**config.mk**
```make
export PLATFORM = sky130hd
export DESIGN_NAME = uart_mmio_flat
export DESIGN_NICKNAME = d
export VERILOG_FILES = /design/src/rtl/uart_mmio_if.sv /design/src/rtl/uart_mmio.sv /design/src/flat_wrapper.sv
export SDC_FILE = /design/constraint.sdc
export NUM_CORES = 1
export LEC_CHECK = 0
export CORE_ASPECT_RATIO = 0.75
export CORE_UTILIZATION = 55
export DETAILED_ROUTE_END_ITERATION = 8
export PLACE_DENSITY = 0.77
export SLEW_MARGIN = 20
export SYNTH_ARGS = -nofsm -noshare
export SYNTH_HDL_FRONTEND = slang
export SYNTH_SLANG_ARGS = --single-unit
```
**constraint.sdc**
```tcl
create_clock -name clk -period 7.2 [get_ports clk]
set_input_delay 2.16 -clock clk [delete_from_list [all_inputs] [get_ports clk]]
set_output_delay 2.16 -clock clk [all_outputs]
set_load 0.05 [all_outputs]
```
**src/rtl/uart_mmio_if.sv**
```systemverilog
// Memory-mapped bus between the memory controller and the UART window.
// The controller drives strobes, offset and write data; the UART returns read data.
interface uart_mmio_if;
  logic       tx_wen;
  logic       rx_ren;
  logic [2:0] uart_addr;
  logic [7:0] uart_din;
  logic [7:0] uart_dout;

  modport master (output tx_wen, rx_ren, uart_addr, uart_din, input uart_dout);
  modport slave  (input tx_wen, rx_ren, uart_addr, uart_din, output uart_dout);
endinterface

```
**src/rtl/uart_mmio.sv**
```systemverilog
// Memory-mapped 8N1 UART: TX/RX byte FIFOs, serial transmitter and receiver.
// Offset 0 = data (write pushes TX, read shows RX head, rx_ren pops).
// Offset 4 = status {4'b0, frame_err, rx_overrun, tx_full, rx_data_present};
// writing bit 2 / bit 3 clears rx_overrun / frame_err.
//
// TX and RX FSM states:
//   state   | meaning
//   S_IDLE  | line idle; TX waits for FIFO data, RX waits for synchronized rxd=0
//   S_START | start bit; TX drives 0, RX waits to mid-bit and rejects glitches
//   S_DATA  | 8 data bits, LSB first
//   S_STOP  | stop bit; TX drives 1, RX samples and pushes/flags the byte
module uart_mmio #(
  parameter int CLKS_PER_BIT = 868,
  parameter int FIFO_DEPTH   = 16
) (
  input  logic       clk,
  input  logic       rst,
  uart_mmio_if.slave bus,
  output logic       tx_full,
  output logic       rx_data_present,
  output logic       txd,
  input  logic       rxd
);

  localparam int          AW        = $clog2(FIFO_DEPTH);
  localparam logic [AW:0] DEPTH_C   = (AW+1)'(FIFO_DEPTH);
  localparam logic [15:0] BIT_LAST  = 16'(CLKS_PER_BIT - 1);
  localparam logic [15:0] HALF_LAST = 16'(CLKS_PER_BIT / 2 - 1);

  typedef enum logic [1:0] {S_IDLE, S_START, S_DATA, S_STOP} state_e;

  // Bus decode
  logic sel_data, sel_ctl, ctl_wr;
  assign sel_data = (bus.uart_addr == 3'd0);
  assign sel_ctl  = (bus.uart_addr == 3'd4);
  assign ctl_wr   = bus.tx_wen & sel_ctl;

  // ---------------- TX FIFO ----------------
  logic [7:0]    tx_mem_q [FIFO_DEPTH];
  logic [AW-1:0] tx_wptr_q, tx_rptr_q;
  logic [AW:0]   tx_cnt_q, tx_cnt_d;
  logic          tx_push, tx_pop;
  logic [7:0]    tx_head;

  // A pop in the same cycle makes room, so a push to a full FIFO still lands.
  assign tx_full = (tx_cnt_q == DEPTH_C);
  assign tx_push = bus.tx_wen & sel_data & (~tx_full | tx_pop);
  assign tx_head = tx_mem_q[tx_rptr_q];

  // TX occupancy next-state
  always_comb begin
    tx_cnt_d = tx_cnt_q;
    if (tx_push && !tx_pop)      tx_cnt_d = tx_cnt_q + (AW+1)'(1);
    else if (!tx_push && tx_pop) tx_cnt_d = tx_cnt_q - (AW+1)'(1);
  end

  // TX storage; contents need no reset, pointers and count decide validity
  always_ff @(posedge clk) begin
    if (tx_push) tx_mem_q[tx_wptr_q] <= bus.uart_din;
  end

  // TX pointers and occupancy
  always_ff @(posedge clk or negedge rst) begin
    if (!rst) begin
      tx_wptr_q <= '0;
      tx_rptr_q <= '0;
      tx_cnt_q  <= '0;
    end else begin
      if (tx_push) tx_wptr_q <= tx_wptr_q + AW'(1);
      if (tx_pop)  tx_rptr_q <= tx_rptr_q + AW'(1);
      tx_cnt_q <= tx_cnt_d;
    end
  end

  // ---------------- TX FSM ----------------
  state_e      tx_state_q;
  logic [15:0] tx_tmr_q;
  logic [2:0]  tx_bit_q;
  logic [7:0]  tx_shift_q;
  logic        txd_q;

  // Load the next byte from IDLE, or straight from the end of STOP so frames run back-to-back.
  assign tx_pop = (tx_cnt_q != '0) &&
                  ((tx_state_q == S_IDLE) || ((tx_state_q == S_STOP) && (tx_tmr_q == '0)));
  assign txd    = txd_q;

  // Transmit sequencer with registered line output; reset forces the line high at once
  always_ff @(posedge clk or negedge rst) begin
    if (!rst) begin
      tx_state_q <= S_IDLE;
      tx_tmr_q   <= '0;
      tx_bit_q   <= '0;
      tx_shift_q <= '0;
      txd_q      <= 1'b1;
    end else begin
      case (tx_state_q)
        S_IDLE: begin
          if (tx_pop) begin
            tx_state_q <= S_START;
            tx_shift_q <= tx_head;
            tx_tmr_q   <= BIT_LAST;
            txd_q      <= 1'b0;
          end
        end
        S_START: begin
          if (tx_tmr_q == '0) begin
            tx_state_q <= S_DATA;
            tx_tmr_q   <= BIT_LAST;
            tx_bit_q   <= '0;
            txd_q      <= tx_shift_q[0];
          end else begin
            tx_tmr_q <= tx_tmr_q - 16'd1;
          end
        end
        S_DATA: begin
          if (tx_tmr_q == '0) begin
            tx_tmr_q <= BIT_LAST;
            if (tx_bit_q == 3'd7) begin
              tx_state_q <= S_STOP;
              txd_q      <= 1'b1;
            end else begin
              tx_bit_q   <= tx_bit_q + 3'd1;
              tx_shift_q <= {1'b0, tx_shift_q[7:1]};
              txd_q      <= tx_shift_q[1];
            end
          end else begin
            tx_tmr_q <= tx_tmr_q - 16'd1;
          end
        end
        S_STOP: begin
          if (tx_tmr_q == '0) begin
            if (tx_pop) begin
              tx_state_q <= S_START;
              tx_shift_q <= tx_head;
              tx_tmr_q   <= BIT_LAST;
              txd_q      <= 1'b0;
            end else begin
              tx_state_q <= S_IDLE;
            end
          end else begin
            tx_tmr_q <= tx_tmr_q - 16'd1;
          end
        end
        default: tx_state_q <= S_IDLE;
      endcase
    end
  end

  // ---------------- RX synchronizer ----------------
  logic rxd_s1_q, rxd_s2_q;

  // Two-flop synchronizer; resets to idle-high so nothing starts until a real low is seen
  always_ff @(posedge clk or negedge rst) begin
    if (!rst) begin
      rxd_s1_q <= 1'b1;
      rxd_s2_q <= 1'b1;
    end else begin
      rxd_s1_q <= rxd;
      rxd_s2_q <= rxd_s1_q;
    end
  end

  // ---------------- RX FIFO ----------------
  logic [7:0]    rx_mem_q [FIFO_DEPTH];
  logic [AW-1:0] rx_wptr_q, rx_rptr_q;
  logic [AW:0]   rx_cnt_q, rx_cnt_d;
  logic          rx_full, rx_push, rx_pop, rx_stop_evt;
  logic [7:0]    rx_shift_q;
  state_e        rx_state_q;
  logic [15:0]   rx_tmr_q;
  logic [2:0]    rx_bit_q;

  assign rx_full         = (rx_cnt_q == DEPTH_C);
  assign rx_data_present = (rx_cnt_q != '0);
  assign rx_pop          = bus.rx_ren & sel_data & rx_data_present;
  assign rx_stop_evt     = (rx_state_q == S_STOP) && (rx_tmr_q == '0);
  assign rx_push         = rx_stop_evt & rxd_s2_q & (~rx_full | rx_pop);

  // RX occupancy next-state
  always_comb begin
    rx_cnt_d = rx_cnt_q;
    if (rx_push && !rx_pop)      rx_cnt_d = rx_cnt_q + (AW+1)'(1);
    else if (!rx_push && rx_pop) rx_cnt_d = rx_cnt_q - (AW+1)'(1);
  end

  // RX storage
  always_ff @(posedge clk) begin
    if (rx_push) rx_mem_q[rx_wptr_q] <= rx_shift_q;
  end

  // RX pointers and occupancy
  always_ff @(posedge clk or negedge rst) begin
    if (!rst) begin
      rx_wptr_q <= '0;
      rx_rptr_q <= '0;
      rx_cnt_q  <= '0;
    end else begin
      if (rx_push) rx_wptr_q <= rx_wptr_q + AW'(1);
      if (rx_pop)  rx_rptr_q <= rx_rptr_q + AW'(1);
      rx_cnt_q <= rx_cnt_d;
    end
  end

  // ---------------- RX FSM ----------------
  // Receive sequencer: mid-bit sampling timed from the synchronized falling edge
  always_ff @(posedge clk or negedge rst) begin
    if (!rst) begin
      rx_state_q <= S_IDLE;
      rx_tmr_q   <= '0;
      rx_bit_q   <= '0;
      rx_shift_q <= '0;
    end else begin
      case (rx_state_q)
        S_IDLE: begin
          if (!rxd_s2_q) begin
            rx_state_q <= S_START;
            rx_tmr_q   <= HALF_LAST;
          end
        end
        S_START: begin
          if (rx_tmr_q == '0) begin
            if (rxd_s2_q) begin
              rx_state_q <= S_IDLE;
            end else begin
              rx_state_q <= S_DATA;
              rx_tmr_q   <= BIT_LAST;
              rx_bit_q   <= '0;
            end
          end else begin
            rx_tmr_q <= rx_tmr_q - 16'd1;
          end
        end
        S_DATA: begin
          if (rx_tmr_q == '0) begin
            rx_shift_q <= {rxd_s2_q, rx_shift_q[7:1]};
            rx_tmr_q   <= BIT_LAST;
            if (rx_bit_q == 3'd7) rx_state_q <= S_STOP;
            else                  rx_bit_q   <= rx_bit_q + 3'd1;
          end else begin
            rx_tmr_q <= rx_tmr_q - 16'd1;
          end
        end
        S_STOP: begin
          if (rx_tmr_q == '0) rx_state_q <= S_IDLE;
          else                rx_tmr_q   <= rx_tmr_q - 16'd1;
        end
        default: rx_state_q <= S_IDLE;
      endcase
    end
  end

  // ---------------- Status flags ----------------
  logic rx_overrun_q, frame_err_q;
  logic ovr_set, ferr_set;

  assign ovr_set  = rx_stop_evt & rxd_s2_q & rx_full & ~rx_pop;
  assign ferr_set = rx_stop_evt & ~rxd_s2_q;

  // Sticky error flags; a set in the same cycle as a clear wins
  always_ff @(posedge clk or negedge rst) begin
    if (!rst) begin
      rx_overrun_q <= 1'b0;
      frame_err_q  <= 1'b0;
    end else begin
      rx_overrun_q <= (rx_overrun_q & ~(ctl_wr & bus.uart_din[2])) | ovr_set;
      frame_err_q  <= (frame_err_q  & ~(ctl_wr & bus.uart_din[3])) | ferr_set;
    end
  end

  // ---------------- Read mux ----------------
  logic [7:0] dout;

  // Read data valid in the strobe cycle; empty RX FIFO reads as zero
  always_comb begin
    dout = 8'h00;
    if (sel_data && rx_data_present) dout = rx_mem_q[rx_rptr_q];
    else if (sel_ctl)                dout = {4'b0, frame_err_q, rx_overrun_q, tx_full, rx_data_present};
  end

  assign bus.uart_dout = dout;

endmodule
```
**src/flat_wrapper.sv**
```systemverilog
// flat-port wrapper written by rule: the top's interface ports become plain ports
module uart_mmio_flat 
#(
  parameter int CLKS_PER_BIT = 868,
  parameter int FIFO_DEPTH   = 16
)
  (clk, rst, tx_full, rx_data_present, txd, rxd, bus_tx_wen, bus_rx_ren, bus_uart_addr, bus_uart_din, bus_uart_dout);
  uart_mmio_if bus_i ();
  input  logic clk;
  input  logic rst;
  output logic tx_full;
  output logic rx_data_present;
  output logic txd;
  input  logic rxd;
  input wire logic [$bits(bus_i.tx_wen)-1:0] bus_tx_wen;
  input wire logic [$bits(bus_i.rx_ren)-1:0] bus_rx_ren;
  input wire logic [$bits(bus_i.uart_addr)-1:0] bus_uart_addr;
  input wire logic [$bits(bus_i.uart_din)-1:0] bus_uart_din;
  output wire logic [$bits(bus_i.uart_dout)-1:0] bus_uart_dout;
  assign bus_i.tx_wen = bus_tx_wen;
  assign bus_i.rx_ren = bus_rx_ren;
  assign bus_i.uart_addr = bus_uart_addr;
  assign bus_i.uart_din = bus_uart_din;
  assign bus_uart_dout = bus_i.uart_dout;
  uart_mmio #(.CLKS_PER_BIT(CLKS_PER_BIT), .FIFO_DEPTH(FIFO_DEPTH)) u_core (.clk(clk), .rst(rst), .bus(bus_i), .tx_full(tx_full), .rx_data_present(rx_data_present), .txd(txd), .rxd(rxd));
endmodule
```
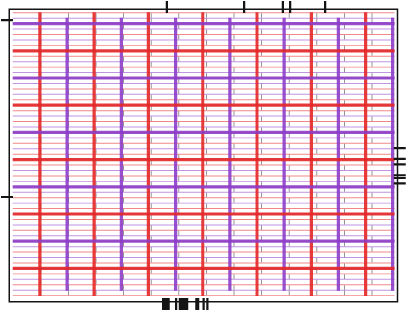
Fig. 1. Supply network.
Drawn at 2 px/um. Pins as bars on the die edge. Tap cells in gray.
[red] VSS
[purple] VDD
tap cells: 351
met4 straps: 14
rows: 52
CORE AREA: 27,000 um^2
Worst VDD drop: 0.000190 V
Die Span Y: 146 um
Die W: 193 um

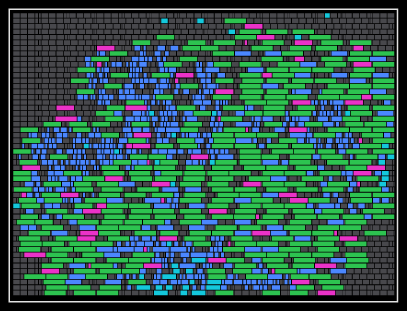
Fig. 2. Cells colored by class.
Drawn at 2 px/um. Fill, decap, tap and diode cells in gray.
[magenta] clock drivers and dummy loads | cells: 61
[blue] all other logic | cells: 594
[cyan] other buffers and delay cells | cells: 38
[green] flip-flops | cells: 345
FP Rows: 52
sequential share of cell area: 0.585
Finished Cell Area: 17,000 um^2

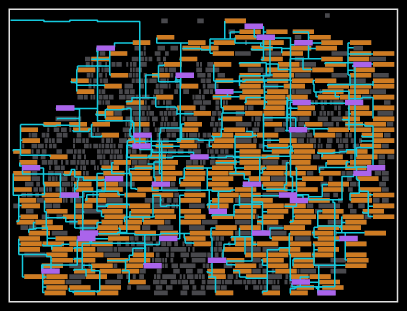
Fig. 3. Clock network drawn from the DEF.
Drawn at 2 px/um.
[cyan] clock wires | length: 3,980 um
[orange] flip-flops | count: 345
[purple] cells driving clock nets | count: 34
routed clock nets: 35
Worst-Skew Late Latency: 0.52 ns
Final Skew: 0.0155 ns
clock power share: 0.315
clk pwr: 1830 uW

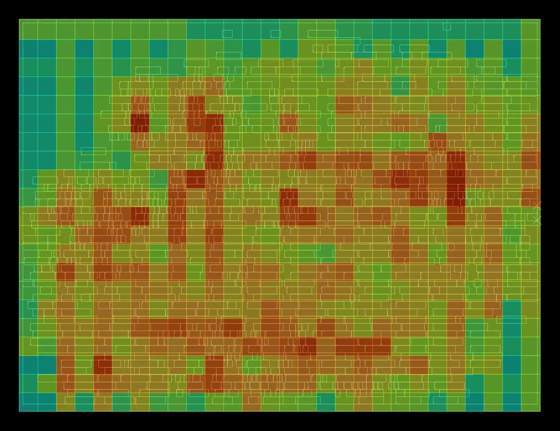
Fig. 4. Congestion heat map.
DR WL/cell: 22.7 um
met3 Usage GRT: 0.0491
met2 GRT Util: 0.332
GRT Util Overall: 0.232

==> job_summary.md <==
### Flow metrics

| Metric | Value |
|---|---|
| Commonest flop | `edfxtp_1` |
| CP Capture Point | `bus_uart_dout[6]` |
| Vias in the first global route | `8,593` |
| Synth Cell Area | `around 15,000 um^2` |
| Tool Warnings | `~41` |
| Via count | `8,725` |
| Pre-CTS setup slack | `0.984 ns` |
| Placed cells | `1,328` |
| Post-CTS Resized | `0` |
| Synth Seq Share | `0.657` |
| DR top layer | `met4` |
| Inverters | `35` |
| CTS buffer count | `34` |
| Fin crit share | `0.876` |
| Pwr Total | `5800 uW` |
| DR vias/cell | `6.28` |
| Post-DRT Antenna Nets | `0` |
| Mux frac, synth | `0.121` |
| Reg2Reg Depth | `14` |
| Sw Ratio | `0.304` |
| Post-DP HPWL | `approximately 20,000 um` |
| Yosys top cell area share | `0.509` |
| First-pass GRT wire length | `around 50,000 um` |
| Achievable Freq | `0.159 GHz` |
| H-tree levels | `2` |
| Met3 wire length | `2580 um` |
| Violated checks | `DRC` |
| Post-CTS Setup Inserts | `0` |
| Leakage | `0.00648 uW` |
| Ports | `27` |
| Synth Area in Adders | `0.0316` |
| Slowest CP cell | `a2111oi_1` |
| Mapped Cells | `979` |
| Initial antenna violation count | `0` |
| CTS tree | `done` |
| Share of cells above drive strength 1 | `0.171` |
| Area contributors post-synth | `edfxtp_1 51%, dfrtp_1 14%, mux4_2 8.5%, ha_1 2.9%, mux2i_1 1.8%` |
| FP Util | `0.559` |
| Routed met2 length | `13,800 um` |
| Cell type with the largest total area | `edfxtp_1` |
| Unique cell types | `71` |
| # clk buffers | `approximately 42` |
| AND-OR/OR-AND Cells, Area Fraction | `0.0697` |
| CTS clk-pin slew, worst paths | `0.06 ns` |
| Comb. cell area | `about 5000 um^2` |
| Most common logic cells in the final layout | `256 x edfxtp_1, 84 x dfrtp_1, 57 x mux4_2` |
| Slew headroom | `0.258` |
| Avg Inst Size Synth | `between 15 and 20 um^2` |
| Post-route DRC | `2` |
| Max Cap Viol | `0` |
| Cell Int Power | `4040 uW` |
| Worst Path Buf+Inv | `3` |
| Post-route insts no fill | `1,389` |
| Status | `finished, violations left` |
| Clock sink total | `345` |
| Slowest stage delay, CP | `0.85 ns` |
| Switching pwr | `1760 uW` |
| Fillers | `1,877` |
| Worst hold slack | `0.361 ns` |
| Most frequent cells after synthesis | `256 x edfxtp_1, 86 x dfrtp_1, 57 x mux4_2, 47 x nand2_1, 39 x nor2_1` |
| Gr busiest metal | `met1` |
| Hold Path Class | `flip-flop to flip-flop` |
| Clk cell area share | `0.0679` |
| Pwr Density | `342 nW/um^2` |
| Worst path arrival time | `4.14 ns` |
| YS warnings | `0` |
| Sum Neg Setup Slack | `0 ns` |
| Pre-Repair DR Iteration Count | `7` |
| Top power group | `registers` |
| Cell Chain, Critical Path | `clkdlybuf4s50_1, a2111oi_1, buf_4, and2_1, buf_12` |
| Comb area leader | `multiplexers` |
| Hold path start | `u_core.rxd_s1_q` |
| Total wire length | `31,500 um` |
| MI comb cells | `between 500 and 600` |
No activity file was given, so power comes from the tool's default toggle rates.
